File: src/rtl/led_event_blinker.sv
`default_nettype none
// ============================================================================
// Module   : led_event_blinker
// Purpose  : Turns single-cycle event pulses into visible LED blinks. Each
//            event yields ON_CYCLES of led high followed by OFF_CYCLES of led
//            low. Events that arrive while a blink is in progress are counted
//            in a saturating pending counter and replayed back-to-back.
// Ports    : clk      - system clock, all state on posedge
//            rst      - asynchronous active-high reset
//            event_in - one-cycle event pulse
//            clr_ovf  - clears the sticky overflow flag
//            led      - blink output (registered)
//            busy     - high while a blink (ON or OFF phase) is running
//            pending  - queued events not yet started
//            overflow - sticky: an event was dropped on a saturated queue
// Revision : 1.0 - initial release
// ============================================================================
module led_event_blinker #(
    parameter int ON_CYCLES  = 8,
    parameter int OFF_CYCLES = 8,
    parameter int TMR_W      = 4,
    parameter int CNT_W      = 3
) (
    input  logic             clk,
    input  logic             rst,
    input  logic             event_in,
    input  logic             clr_ovf,
    output logic             led,
    output logic             busy,
    output logic [CNT_W-1:0] pending,
    output logic             overflow
);

    // Timer counts down to zero, so load value is cycles-1.
    localparam logic [TMR_W-1:0] ON_LOAD  = TMR_W'(ON_CYCLES - 1);
    localparam logic [TMR_W-1:0] OFF_LOAD = TMR_W'(OFF_CYCLES - 1);
    localparam logic [CNT_W-1:0] PEND_MAX = '1;

    typedef enum logic [1:0] {
        ST_IDLE = 2'd0,
        ST_ON   = 2'd1,
        ST_OFF  = 2'd2
    } state_t;

    state_t           state;
    state_t           state_next;
    logic [TMR_W-1:0] timer;
    logic [TMR_W-1:0] timer_next;
    logic [CNT_W-1:0] pending_next;
    logic             overflow_next;
    logic             off_end;
    logic             start;
    logic             accept;
    logic             drop;

    always_ff @(posedge clk or posedge rst) begin
        if (rst) begin
            state    <= ST_IDLE;
            timer    <= '0;
            led      <= 1'b0;
            busy     <= 1'b0;
            pending  <= '0;
            overflow <= 1'b0;
        end else begin
            state    <= state_next;
            timer    <= timer_next;
            led      <= (state_next == ST_ON);
            busy     <= (state_next != ST_IDLE);
            pending  <= pending_next;
            overflow <= overflow_next;
        end
    end

    always_comb begin
        state_next    = state;
        timer_next    = timer;
        pending_next  = pending;
        overflow_next = overflow;

        // Last cycle of the OFF phase: either chain straight into the next
        // blink (queued or coincident event) or fall back to idle.
        off_end = (state == ST_OFF) && (timer == '0);
        start   = off_end && ((pending != '0) || event_in);
        // In IDLE the event starts the blink directly and is never queued.
        accept  = event_in && (state != ST_IDLE);
        drop    = accept && !start && (pending == PEND_MAX);

        case (state)
            ST_IDLE: begin
                if (event_in) begin
                    state_next = ST_ON;
                    timer_next = ON_LOAD;
                end
            end
            ST_ON: begin
                if (timer != '0) begin
                    timer_next = timer - TMR_W'(1);
                end else begin
                    state_next = ST_OFF;
                    timer_next = OFF_LOAD;
                end
            end
            ST_OFF: begin
                if (timer != '0) begin
                    timer_next = timer - TMR_W'(1);
                end else if (start) begin
                    state_next = ST_ON;
                    timer_next = ON_LOAD;
                end else begin
                    state_next = ST_IDLE;
                end
            end
            default: begin
                state_next = ST_IDLE;
                timer_next = '0;
            end
        endcase

        // Accept and consume in the same cycle cancel out.
        if (accept && !start) begin
            if (pending != PEND_MAX) begin
                pending_next = pending + CNT_W'(1);
            end
        end else if (!accept && start) begin
            if (pending != '0) begin
                pending_next = pending - CNT_W'(1);
            end
        end

        // A drop in the same cycle as a clear must leave the flag set.
        if (drop) begin
            overflow_next = 1'b1;
        end else if (clr_ovf) begin
            overflow_next = 1'b0;
        end
    end

endmodule
`default_nettype wire
File: config.mk
export PLATFORM = sky130hd
export DESIGN_NAME = led_event_blinker
export DESIGN_NICKNAME = d
export VERILOG_FILES = /design/src/rtl/led_event_blinker.sv
export SDC_FILE = /design/constraint.sdc
export NUM_CORES = 1
export LEC_CHECK = 0
export ABC_AREA = 1
export CAP_MARGIN = 20
export CORE_MARGIN = 2
export CORE_UTILIZATION = 52
export DETAILED_ROUTE_END_ITERATION = 7
export PLACE_DENSITY_LB_ADDON = 0.1
export SKIP_CTS_REPAIR_TIMING = 1
export SLEW_MARGIN = 20
export SYNTH_ARGS = -nofsm -noshare
export SYNTH_HDL_FRONTEND = slang
export SYNTH_SLANG_ARGS = --single-unit
export TNS_END_PERCENT = 20
File: constraint.sdc
create_clock -name clk -period 2.2 [get_ports clk]
set_clock_uncertainty 0.1 [all_clocks]
set_input_delay 0.22 -clock clk [delete_from_list [all_inputs] [get_ports clk]]
set_output_delay 0.22 -clock clk [all_outputs]
set_load 0.02 [all_outputs]
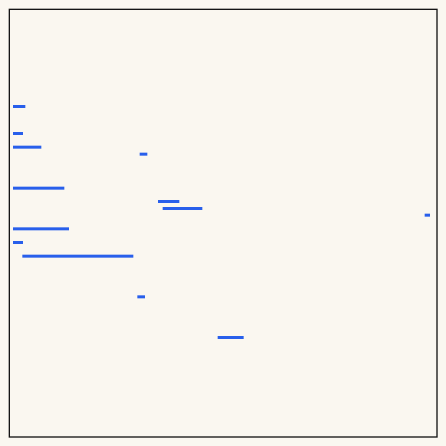
(run_1/layer_met3.png)
Drawn at 10 px/um.
wire length on this layer: 34.3 um
share of all routed wire: 2.6%
longest straight run: 10.8 um

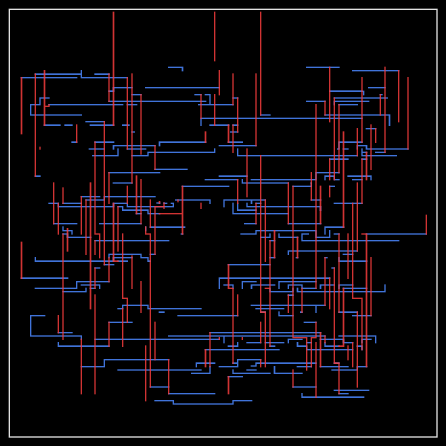
(run_1/wires.png)
Drawn at 10 px/um. Two of the layers only.
legend:
  blue:
    layer: metal 1
    wire_length: 655 um
  red:
    layer: metal 2
    wire_length: 610 um

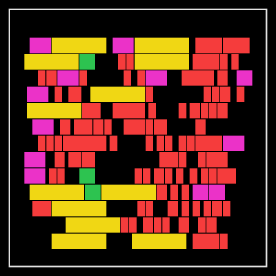
(run_1/placement_by_type.png)
Drawn at 6 px/um.
legend:
  red:
    class: combinational and other logic
    cells: 88
    share_of_their_area: 52%
  magenta:
    class: remaining buffers and delay cells
    cells: 12
    share_of_their_area: 12%
  green:
    class: clock drivers
    cells: 3
    share_of_their_area: 2.5%
  yellow:
    class: sequential cells
    cells: 12
    share_of_their_area: 33%

==> out/summary.txt, run 1 <==
highest clock rate = 489 MHz
Tmin final = 2.05 ns
Placer Congestion = 0.855
routed length on met1 = 655 um
fp util = 57.5%
Hold Violations, Final = 0
RR Endpoint = pending[1]$_DFFE_PP0P_
clk ins delay skew pair = 0.26 ns
HP Class = primary input to asynchronous set/reset pin
critical path arrival = 2.10 ns
number of port buffers = 9
Max Cap Viol = 0
leak pwr = 0.000512 uW
Fin Setup TNS = 0 ns
DRT iter0 DRCs = 12
die area = 1820 sq um
post-synthesis net count = 111
critical path class = flop to flop
Unique cell types = 19
total congestion overflow = 0
cell area after layout = 935 sq um
inverter count = 20
outcome = finished clean
Post-route DRC = 0
total number of vias = 629
Yosys Instances = 100
CORE AREA = 1350 sq um
GRT Overall Usage = 17.0%
met2 WL = 610 um
pre-CTS setup slack = 0.0444 ns
fill cell count = 115
tool warnings = 29
top cells by count, synth = nand2_1 (24), inv_1 (19), dfrtp_1 (12)
CP max stage delay = 0.42 ns
cts bufs inserted = 3
run 1: where the power goes:
group	total [uW]	switching (uW)	internal (uW)	leakage, uW
sequential	420	92.3	328	0.000148
clock	125	61.4	63.1	0.0000138
combinational	882	499	383	0.000351
run 1: worst max-delay path: cells and delay by family (launching register included):
family        cells  cell delay [ns]
fa+ha+maj         3             0.82
flops             1             0.38
simple gates      4             0.33
buf+inv           3             0.29
run 1: cell families (layout without fill, tap and decap cells):
kind of cell	after synthesis	in the layout	synth area share, %
XOR/XNOR	4	4	4.52
buffers and inverters	20	35	9.68
flip-flops	12	12	38.7
adder cells (fa/ha/maj)	7	7	12.3
AND/OR/NAND/NOR	50	50	29.8
AND-OR/OR-AND	7	7	5.00
run 1: registers in the layout (all words and copies together), names as in the netlist:
register  flops
overflow      1
pending       3
timer         4
busy          1
led           1
state         2
==> run_1/flops_by_reg.png <==
Drawn at 12 px/um.
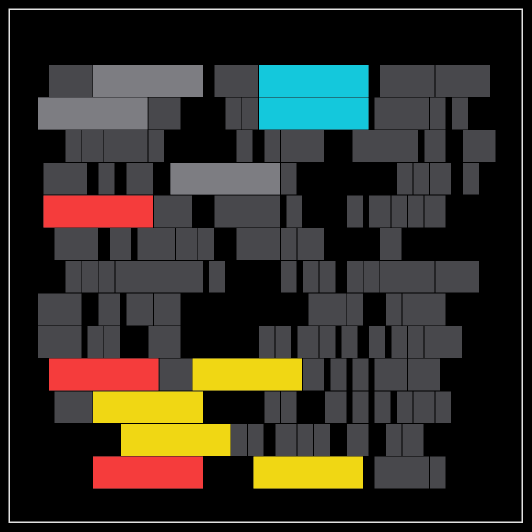

==> run 1 -> run 2 <==
--- a/config.mk
+++ b/config.mk
@@ -5,9 +5,7 @@
 export SDC_FILE = /design/constraint.sdc
 export NUM_CORES = 1
 export LEC_CHECK = 0
-export ABC_AREA = 1
 export CAP_MARGIN = 20
-export CORE_MARGIN = 2
 export CORE_UTILIZATION = 52
 export DETAILED_ROUTE_END_ITERATION = 7
 export PLACE_DENSITY_LB_ADDON = 0.1
==> constraint.sdc (replaced) <==
create_clock -name clk -period 2.2 [get_ports clk]
set_clock_uncertainty 0.1 [all_clocks]
set_input_delay 0.22 -clock clk [delete_from_list [all_inputs] [get_ports clk]]
set_output_delay 0.22 -clock clk [all_outputs]
set_load 0.005 [all_outputs]
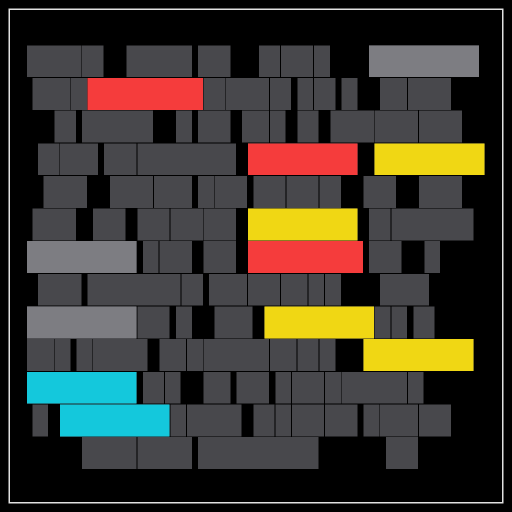
(run_2/flops_by_reg.png)
Drawn at 12 px/um.
legend:
  cyan:
    netlist_name: `state`
    sequential_cells: 2
  red:
    netlist_name: `pending`
    sequential_cells: 3
  yellow:
    netlist_name: `timer`
    sequential_cells: 4
    where: right middle
not colored: 3

==> out/summary.txt, run 2 <==
Psw = 720 uW (+10%)
die area = 1680 sq um (-7.5%)
top flop regs = timer: 4 flops, pending: 3 flops, state: 2 flops
Unique cell types = 29 (+10)
DRT iter0 DRCs = 11 (-1)
RR Endpoint = pending[1]$_DFFE_PP0P_
post-synthesis net count = 97 (-13%)
fp util = 58.6% (+1.1 points)
Yosys Instances = 86 (-14%)
critical path class = flop to flop
number of port buffers = 9 (unchanged)
Comb power frac = 65.9% (+4.1 points)
cell area after layout = 1090 sq um (+16%)
outcome = finished clean
CP max stage delay = 0.43 ns (about the same)
Hold Violations, Final = 0 (unchanged)
delay-heaviest family, CP = adder cells
Fin Setup TNS = 0 ns (unchanged)
top cells by count, synth = dfrtp_1 (12), inv_1 (11), nor2_1 (8)
sequential share of power = 25.8% (-3.7 points)
pre-CTS setup slack = -0.256 ns (-0.301 ns)
total number of vias = 721 (+15%)
critical path arrival = 2.25 ns (+0.15 ns)
-- run 2: cells by family (layout without fill, tap and decap cells) --
family | count (synthesis) | count (layout) | synth area share (%)
xor gates and xnor gates | 1 | 1 | 1.11
AOI/OAI and AO/OA | 23 | 23 | 22.5
adders and majority gates | 7 | 7 | 12.0
buffers and inverters | 12 | 39 | 5.70
DFF | 12 | 12 | 38.0
and+or+nand+nor | 31 | 31 | 20.7
-- run 2: routing by layer --
metal	routed length, um	GRT usage, %
met5	0	0
met4	9	6.67
met3	77	7.61
met2	939	39.8
met1	836	32.5
-- run 2: layout make-up --
class                   count  area, sq um
clock buffers               4         26.3
repair buffers             24          203
multi-input cells          62          497
flip-flops and latches     12          303
fillers                    87          262
inverters                  11         41.3
well taps                  15         18.8
Power is estimated from default activity; no workload was simulated.
